File: src/rtl/imem_loader_if.sv
// Byte-stream input and instruction-memory write bus of the loader.
// Handshake: a byte moves on a rising clk edge exactly when in_valid and
// in_ready are both high; the source holds in_data/in_valid stable while
// in_ready is low, and the loader may drop in_ready at any cycle.
interface imem_loader_if #(
  parameter int ADDR_W = 8
);
  logic [7:0]        in_data;
  logic              in_valid;
  logic              in_ready;
  logic              write_en;
  logic [31:0]       data;
  logic [ADDR_W-1:0] addr_wr;

  // Loader side: consumes the stream, drives the memory write port.
  modport master (
    input  in_data,
    input  in_valid,
    output in_ready,
    output write_en,
    output data,
    output addr_wr
  );

  // Environment side: stream source and memory.
  modport slave (
    output in_data,
    output in_valid,
    input  in_ready,
    input  write_en,
    input  data,
    input  addr_wr
  );
endinterface

File: src/rtl/imem_loader.sv
// Instruction-memory loader: first byte is the word count N (0 means 64),
// then 4*N bytes assembled little-endian into 32-bit words, one write per
// word. The CPU is held for the whole load; done/error are sticky until the
// next start. An idle gap of TIMEOUT_CYC cycles aborts to ERR without
// writing the partial word.
module imem_loader #(
  parameter int                ADDR_W      = 8,
  parameter logic [ADDR_W-1:0] BASE_ADDR   = '0,
  parameter int                TIMEOUT_CYC = 100000
) (
  input  logic          clk,
  input  logic          reset,
  input  logic          start,
  imem_loader_if.master bus,
  output logic          cpu_hold,
  output logic          done,
  output logic          error,
  output logic [2:0]    state_dbg
);

  localparam int TMO_W = $clog2(TIMEOUT_CYC + 1);
  localparam logic [TMO_W-1:0] TMO_LAST = TMO_W'(TIMEOUT_CYC - 1);

  typedef enum logic [2:0] {
    ST_IDLE     = 3'd0,
    ST_WAIT_CNT = 3'd1,
    ST_LOAD     = 3'd2,
    ST_WRITE    = 3'd3,
    ST_DONE     = 3'd4,
    ST_ERR      = 3'd5
  } state_t;

  state_t            state;
  state_t            state_nx;
  logic [31:0]       data_q;
  logic [ADDR_W-1:0] addr_q;
  logic [1:0]        byte_idx;
  logic [7:0]        words_left;
  logic [TMO_W-1:0]  tmo_cnt;
  logic              xfer;
  logic              tmo_hit;
  logic              take_start;
  logic              counting;

  assign xfer       = bus.in_valid & bus.in_ready;
  assign tmo_hit    = (tmo_cnt == TMO_LAST);
  assign counting   = (state == ST_WAIT_CNT) || (state == ST_LOAD);
  assign take_start = start && ((state == ST_IDLE) || (state == ST_DONE) || (state == ST_ERR));

  // Outputs decoded straight from state so reset drops them asynchronously.
  assign bus.in_ready = counting;
  assign bus.write_en = (state == ST_WRITE);
  assign bus.data     = data_q;
  assign bus.addr_wr  = addr_q;
  assign cpu_hold     = (state == ST_WAIT_CNT) || (state == ST_LOAD) || (state == ST_WRITE);
  assign state_dbg    = state;

  // State register.
  always_ff @(posedge clk or negedge reset) begin
    if (!reset) state <= ST_IDLE;
    else        state <= state_nx;
  end

  // Next-state logic; a byte arriving in the same cycle as a timeout wins.
  always_comb begin
    state_nx = state;
    unique case (state)
      ST_IDLE, ST_DONE, ST_ERR: begin
        if (start) state_nx = ST_WAIT_CNT;
      end
      ST_WAIT_CNT: begin
        if (xfer)         state_nx = ST_LOAD;
        else if (tmo_hit) state_nx = ST_ERR;
      end
      ST_LOAD: begin
        if (xfer) begin
          if (byte_idx == 2'd3) state_nx = ST_WRITE;
        end else if (tmo_hit) begin
          state_nx = ST_ERR;
        end
      end
      ST_WRITE: begin
        if (words_left == 8'd1) state_nx = ST_DONE;
        else                    state_nx = ST_LOAD;
      end
      default: state_nx = ST_IDLE;
    endcase
  end

  // Idle-gap counter: cleared on every accepted byte and on any state change.
  always_ff @(posedge clk or negedge reset) begin
    if (!reset) begin
      tmo_cnt <= '0;
    end else if (xfer || (state_nx != state)) begin
      tmo_cnt <= '0;
    end else if (counting) begin
      tmo_cnt <= tmo_cnt + TMO_W'(1);
    end
  end

  // Word assembly, address/word bookkeeping and sticky status flags.
  always_ff @(posedge clk or negedge reset) begin
    if (!reset) begin
      data_q     <= '0;
      addr_q     <= BASE_ADDR;
      byte_idx   <= '0;
      words_left <= '0;
      done       <= 1'b0;
      error      <= 1'b0;
    end else begin
      if (take_start) begin
        done     <= 1'b0;
        error    <= 1'b0;
        addr_q   <= BASE_ADDR;
        byte_idx <= '0;
      end
      if (state == ST_WAIT_CNT && xfer) begin
        words_left <= (bus.in_data == 8'd0) ? 8'd64 : bus.in_data;
        byte_idx   <= '0;
      end
      if (state == ST_LOAD && xfer) begin
        data_q[8*byte_idx +: 8] <= bus.in_data;
        byte_idx                <= byte_idx + 2'd1;
      end
      if (state == ST_WRITE) begin
        addr_q     <= addr_q + ADDR_W'(4);
        words_left <= words_left - 8'd1;
        if (words_left == 8'd1) done <= 1'b1;
      end
      if (counting && (state_nx == ST_ERR)) error <= 1'b1;
    end
  end

endmodule

File: src/flat_wrapper.sv
// flat-port wrapper written by rule: the top's interface ports become plain ports
module imem_loader_flat 
#(
  parameter int                ADDR_W      = 8,
  parameter logic [ADDR_W-1:0] BASE_ADDR   = '0,
  parameter int                TIMEOUT_CYC = 100000
)
  (clk, reset, start, cpu_hold, done, error, state_dbg, bus_in_data, bus_in_valid, bus_in_ready, bus_write_en, bus_data, bus_addr_wr);
  imem_loader_if #(.ADDR_W(ADDR_W)) bus_i ();
  input  logic clk;
  input  logic reset;
  input  logic start;
  output logic cpu_hold;
  output logic done;
  output logic error;
  output logic [2:0] state_dbg;
  input wire logic [$bits(bus_i.in_data)-1:0] bus_in_data;
  input wire logic [$bits(bus_i.in_valid)-1:0] bus_in_valid;
  output wire logic [$bits(bus_i.in_ready)-1:0] bus_in_ready;
  output wire logic [$bits(bus_i.write_en)-1:0] bus_write_en;
  output wire logic [$bits(bus_i.data)-1:0] bus_data;
  output wire logic [$bits(bus_i.addr_wr)-1:0] bus_addr_wr;
  assign bus_i.in_data = bus_in_data;
  assign bus_i.in_valid = bus_in_valid;
  assign bus_in_ready = bus_i.in_ready;
  assign bus_write_en = bus_i.write_en;
  assign bus_data = bus_i.data;
  assign bus_addr_wr = bus_i.addr_wr;
  imem_loader #(.ADDR_W(ADDR_W), .BASE_ADDR(BASE_ADDR), .TIMEOUT_CYC(TIMEOUT_CYC)) u_core (.clk(clk), .reset(reset), .start(start), .bus(bus_i), .cpu_hold(cpu_hold), .done(done), .error(error), .state_dbg(state_dbg));
endmodule
File: config.mk
export PLATFORM = sky130hd
export DESIGN_NAME = imem_loader_flat
export DESIGN_NICKNAME = d
export VERILOG_FILES = /design/src/rtl/imem_loader_if.sv /design/src/rtl/imem_loader.sv /design/src/flat_wrapper.sv
export SDC_FILE = /design/constraint.sdc
export NUM_CORES = 1
export LEC_CHECK = 0
export ABC_CLOCK_PERIOD_IN_PS = 2630
export CAP_MARGIN = 15
export CORE_MARGIN = 10
export CORE_UTILIZATION = 45
export DETAILED_ROUTE_END_ITERATION = 6
export PLACE_DENSITY = 0.69
export SKIP_LAST_GASP = 1
export SLEW_MARGIN = 0
export SYNTH_ARGS = -nofsm -noshare
export SYNTH_HDL_FRONTEND = slang
export SYNTH_SLANG_ARGS = --single-unit
File: constraint.sdc
create_clock -name clk -period 2.63 [get_ports clk]
set_input_delay 0.263 -clock clk [delete_from_list [all_inputs] [get_ports clk]]
set_output_delay 0.263 -clock clk [all_outputs]
set_load 0.02 [all_outputs]
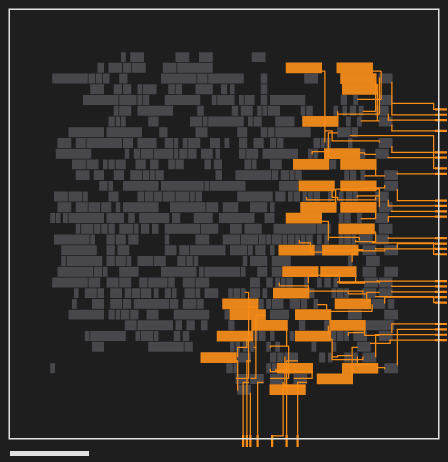
Figure 1: run 1, port wiring.
Bar = 20 microns.
[orange] `bus_data` | bits: 32 | direction: output | end cells: 32 | buffers: 32 | wire: 975 microns

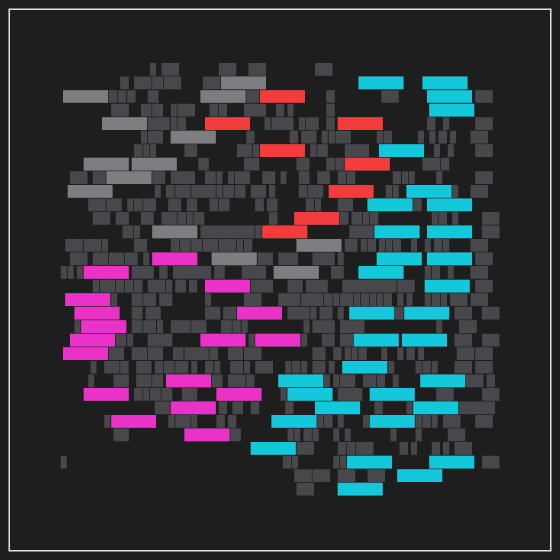
Figure 2: run 1, register map, names as in the netlist.
[cyan] `u_core.bus.data` | flops: 32
[magenta] `u_core.tmo_cnt` | flops: 17
[red] `u_core.words_left` | flops: 8 | where: top centre
not coloured: 13

==> results.toml, run 1 <==
# generated from flow reports
[detailed_routing]
vias = 2994
met1_length_microns = 4088
met3WireLength_microns = 614

[setup_path]
crit_fanout = 10
critical_path.top_delay_family = "buffers and inverters"

[final_layout]
layout_top_cells = "82 x nand2_1, 70 x dfrtp_1, 56 x clkdlybuf4s50_1"
sh_comb_area = 0.3681
drive_gt1_frac = 0.07285
dominant_cells = "registers"
clkbuf_count = 10
largest_reg_flops = 32
regArea_sq_um = 1752
final_nets = 470
seq-cell-share = 0.3934

[logic_synthesis]
ys_ff = 70
syn_area_per_cell_sq_um = 9.179
mux_area_frac = 0.01171
top_area_frac = 0.4970
yosys.area.top_type = "dfrtp_1"
ys_cells = 384
aoi_share = 0.1345

[grt]
grt_pass1_vias = 2864

[status]
outcome = "finished clean"

[power_and_ir_drop]
power_density_nw_per_um2 = 970.3
p_int_w = 0.002607
p_sw_frac = 0.3967
p_seq_frac = 0.353
p_comb_w = 0.00182
pwr-share-clk = 0.226

[floorplanning]
fp_util = 0.4585
die_h_microns = 108.5
die-width_microns = 108.5

[cts]
cts_root_buf = "clkbuf_8"
insertion_delay_ns = 0.35

[final_timing]
grt_setup_unrepaired = "no"
setup_slack_ns = 0.3440
post-route-period-util = 0.8692

[placed_design]
hpwl_microns = 6156

[run]
warnings = 32
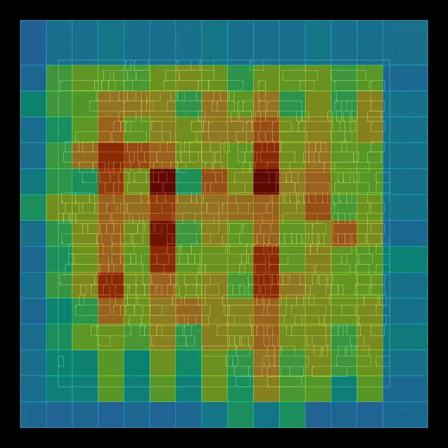
Figure 3: run 1, congestion heat map.
Top Usage Layer GRT: met2
post-layout util: 0.5793

## Run 2: what changed since run 1
--- a/config.mk
+++ b/config.mk
@@ -10,6 +10,7 @@
 export CORE_MARGIN = 10
 export CORE_UTILIZATION = 45
 export DETAILED_ROUTE_END_ITERATION = 6
+export GPL_TIMING_DRIVEN = 0
 export PLACE_DENSITY = 0.69
 export SKIP_LAST_GASP = 1
 export SLEW_MARGIN = 0
==> results.toml, run 2 <==
# generated from flow reports
[placed_design]
hpwl_microns = 6261

[logic_synthesis]
top_area_frac = 0.4970
ys_cells = 384
aoi_share = 0.1345

[grt]
grt_busiest_layer = "met2"
grt_pass1_vias = 2974

[setup_path]
critical_path.top_delay_family = "buffers and inverters"
crit_fanout = 9

[final_layout]
final_nets = 475
sh_comb_area = 0.3703
seq-cell-share = 0.3939
layout_top_cells = "82 x nand2_1, 70 x dfrtp_1, 56 x clkdlybuf4s50_1"
largest_reg_flops = 32

[floorplanning]
die_h_microns = 108.5

[detailed_routing]
vias = 3001

[run]
warnings = 32

[status]
outcome = "finished clean"

[final_timing]
grt_setup_unrepaired = "no"

[power_and_ir_drop]
p_int_w = 0.002589
pwr-share-clk = 0.223

[cts]
cts_root_buf = "clkbuf_8"
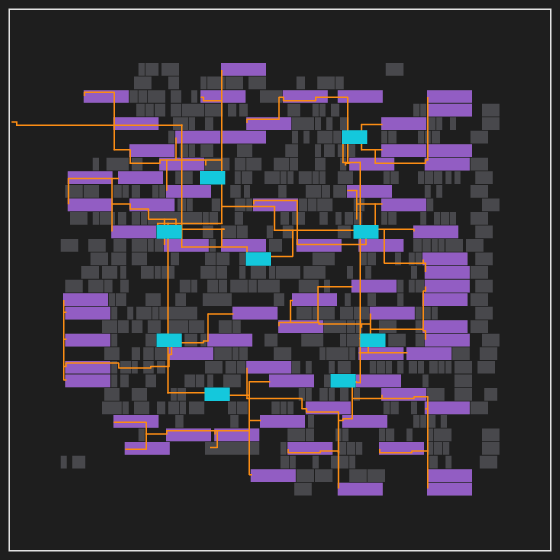
Figure 4: run 2, clock distribution.
[purple] flip-flops | count: 70
[cyan] clock drivers | count: 9
[orange] clock wires | length: 886 microns
routed clock nets: 10

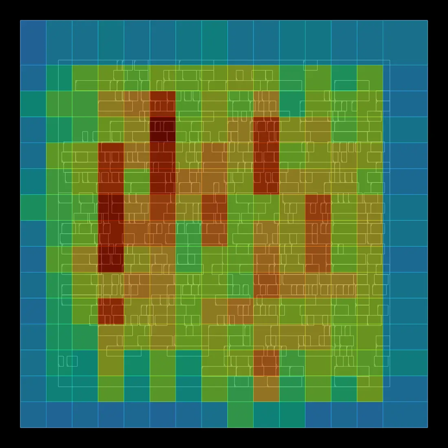
Figure 5: run 2, congestion heat map.
GRT met3 Usage: 0.05175
post-layout util: 0.5785
Global Route Usage Sum: 0.1539
post-DR wirelength/cell: 15.42 microns

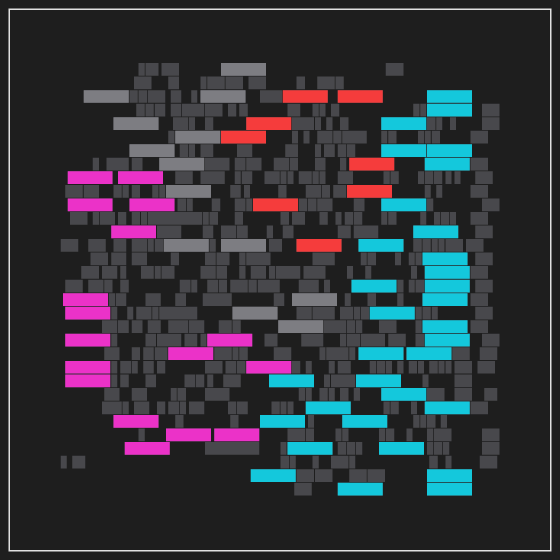
Figure 6: run 2, register map, names as in the netlist.
[cyan] `u_core.bus.data` | flops: 32
[magenta] `u_core.tmo_cnt` | flops: 17
[red] `u_core.words_left` | flops: 8 | where: top centre
not coloured: 13

## Run 3: what changed since run 2
--- a/config.mk
+++ b/config.mk
@@ -7,7 +7,7 @@
 export LEC_CHECK = 0
 export ABC_CLOCK_PERIOD_IN_PS = 2630
 export CAP_MARGIN = 15
-export CORE_MARGIN = 10
+export CORE_MARGIN = 8
 export CORE_UTILIZATION = 45
 export DETAILED_ROUTE_END_ITERATION = 6
 export GPL_TIMING_DRIVEN = 0
==> results.toml, run 3 <==
# generated from flow reports
[setup_path]
critical_path.top_delay_family = "buffers and inverters"
cp.buffers_inverters = 3
crit_fanout = 9
arrival_ns = 2.17

[grt]
grt_pass1_vias = 2889
grt_busiest_layer = "met2"
antenna_found_initial = 0
grt_use_total = 0.1584

[final_layout]
final_nets = 475
largest_reg_flops = 32
drive_gt1_frac = 0.06769
flops = 70
combGateArea_sq_um = 1642
fin_util = 0.5785
seq-cell-share = 0.3959
sh_comb_area = 0.3710
lay_top_count = "nand2_1"
fin_area_sq_um = 4424
layout_top_cells = "82 x nand2_1, 70 x dfrtp_1, 56 x clkdlybuf4s50_1"

[logic_synthesis]
top_area_frac = 0.4970
ys_cells = 384
ys_ff = 70
synthCells = 384
logic_family = "simple AND/OR/NAND/NOR gates"
yosys.area.top_type = "dfrtp_1"
aoi_share = 0.1345

[placed_design]
hpwl_microns = 6169
place_inst = 544
place_congestion = 0.8046

[floorplanning]
core_area_sq_um = 7647
die_area_sq_um = 10920
die_h_microns = 104.5

[power_and_ir_drop]
p_sw_w = 0.001718
power_w = 0.004195
p_int_w = 0.002477

[detailed_routing]
vias = 2995
wl_per_cell_microns = 15.24

[cts]
cts_root_buf = "clkbuf_8"
post_cts_buffers = 0

[run]
warnings = 32

[status]
outcome = "finished clean"

[final_timing]
grt_setup_unrepaired = "no"
setup_slack_ns = 0.1929
period_minus_slack_ns = 2.437
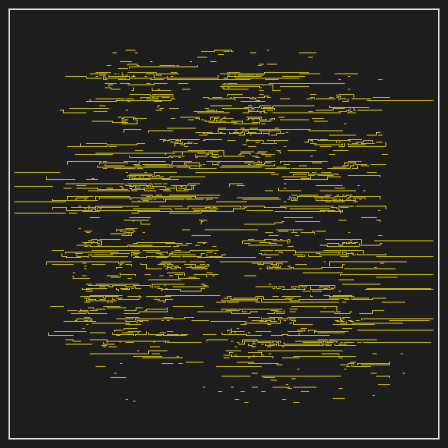
Figure 7: run 3, the metal 1 layer.
longest straight run: 22.5 microns
wire length on this layer: 4040 microns
main direction: horizontal
share of all routed wire: 47%

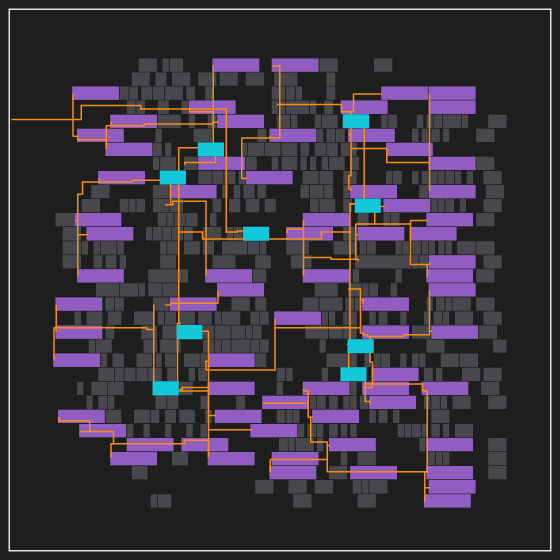
Figure 8: run 3, clock distribution.
Setup Skew: 0.008716 ns
Clk network pwr share: 0.210
Late-Pin Clk Latency: 0.35 ns
Clk. pwr: 0.000883 W

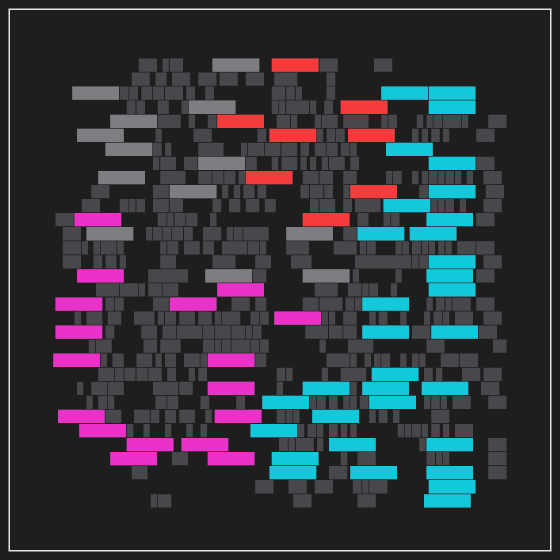
Figure 9: run 3, register map, names as in the netlist.
[magenta] `u_core.tmo_cnt` | flops: 17
[red] `u_core.words_left` | flops: 8 | where: top centre
[cyan] `u_core.bus.data` | flops: 32
not coloured: 13

Power figures rest on the tool's default switching activity, not on a simulated workload.
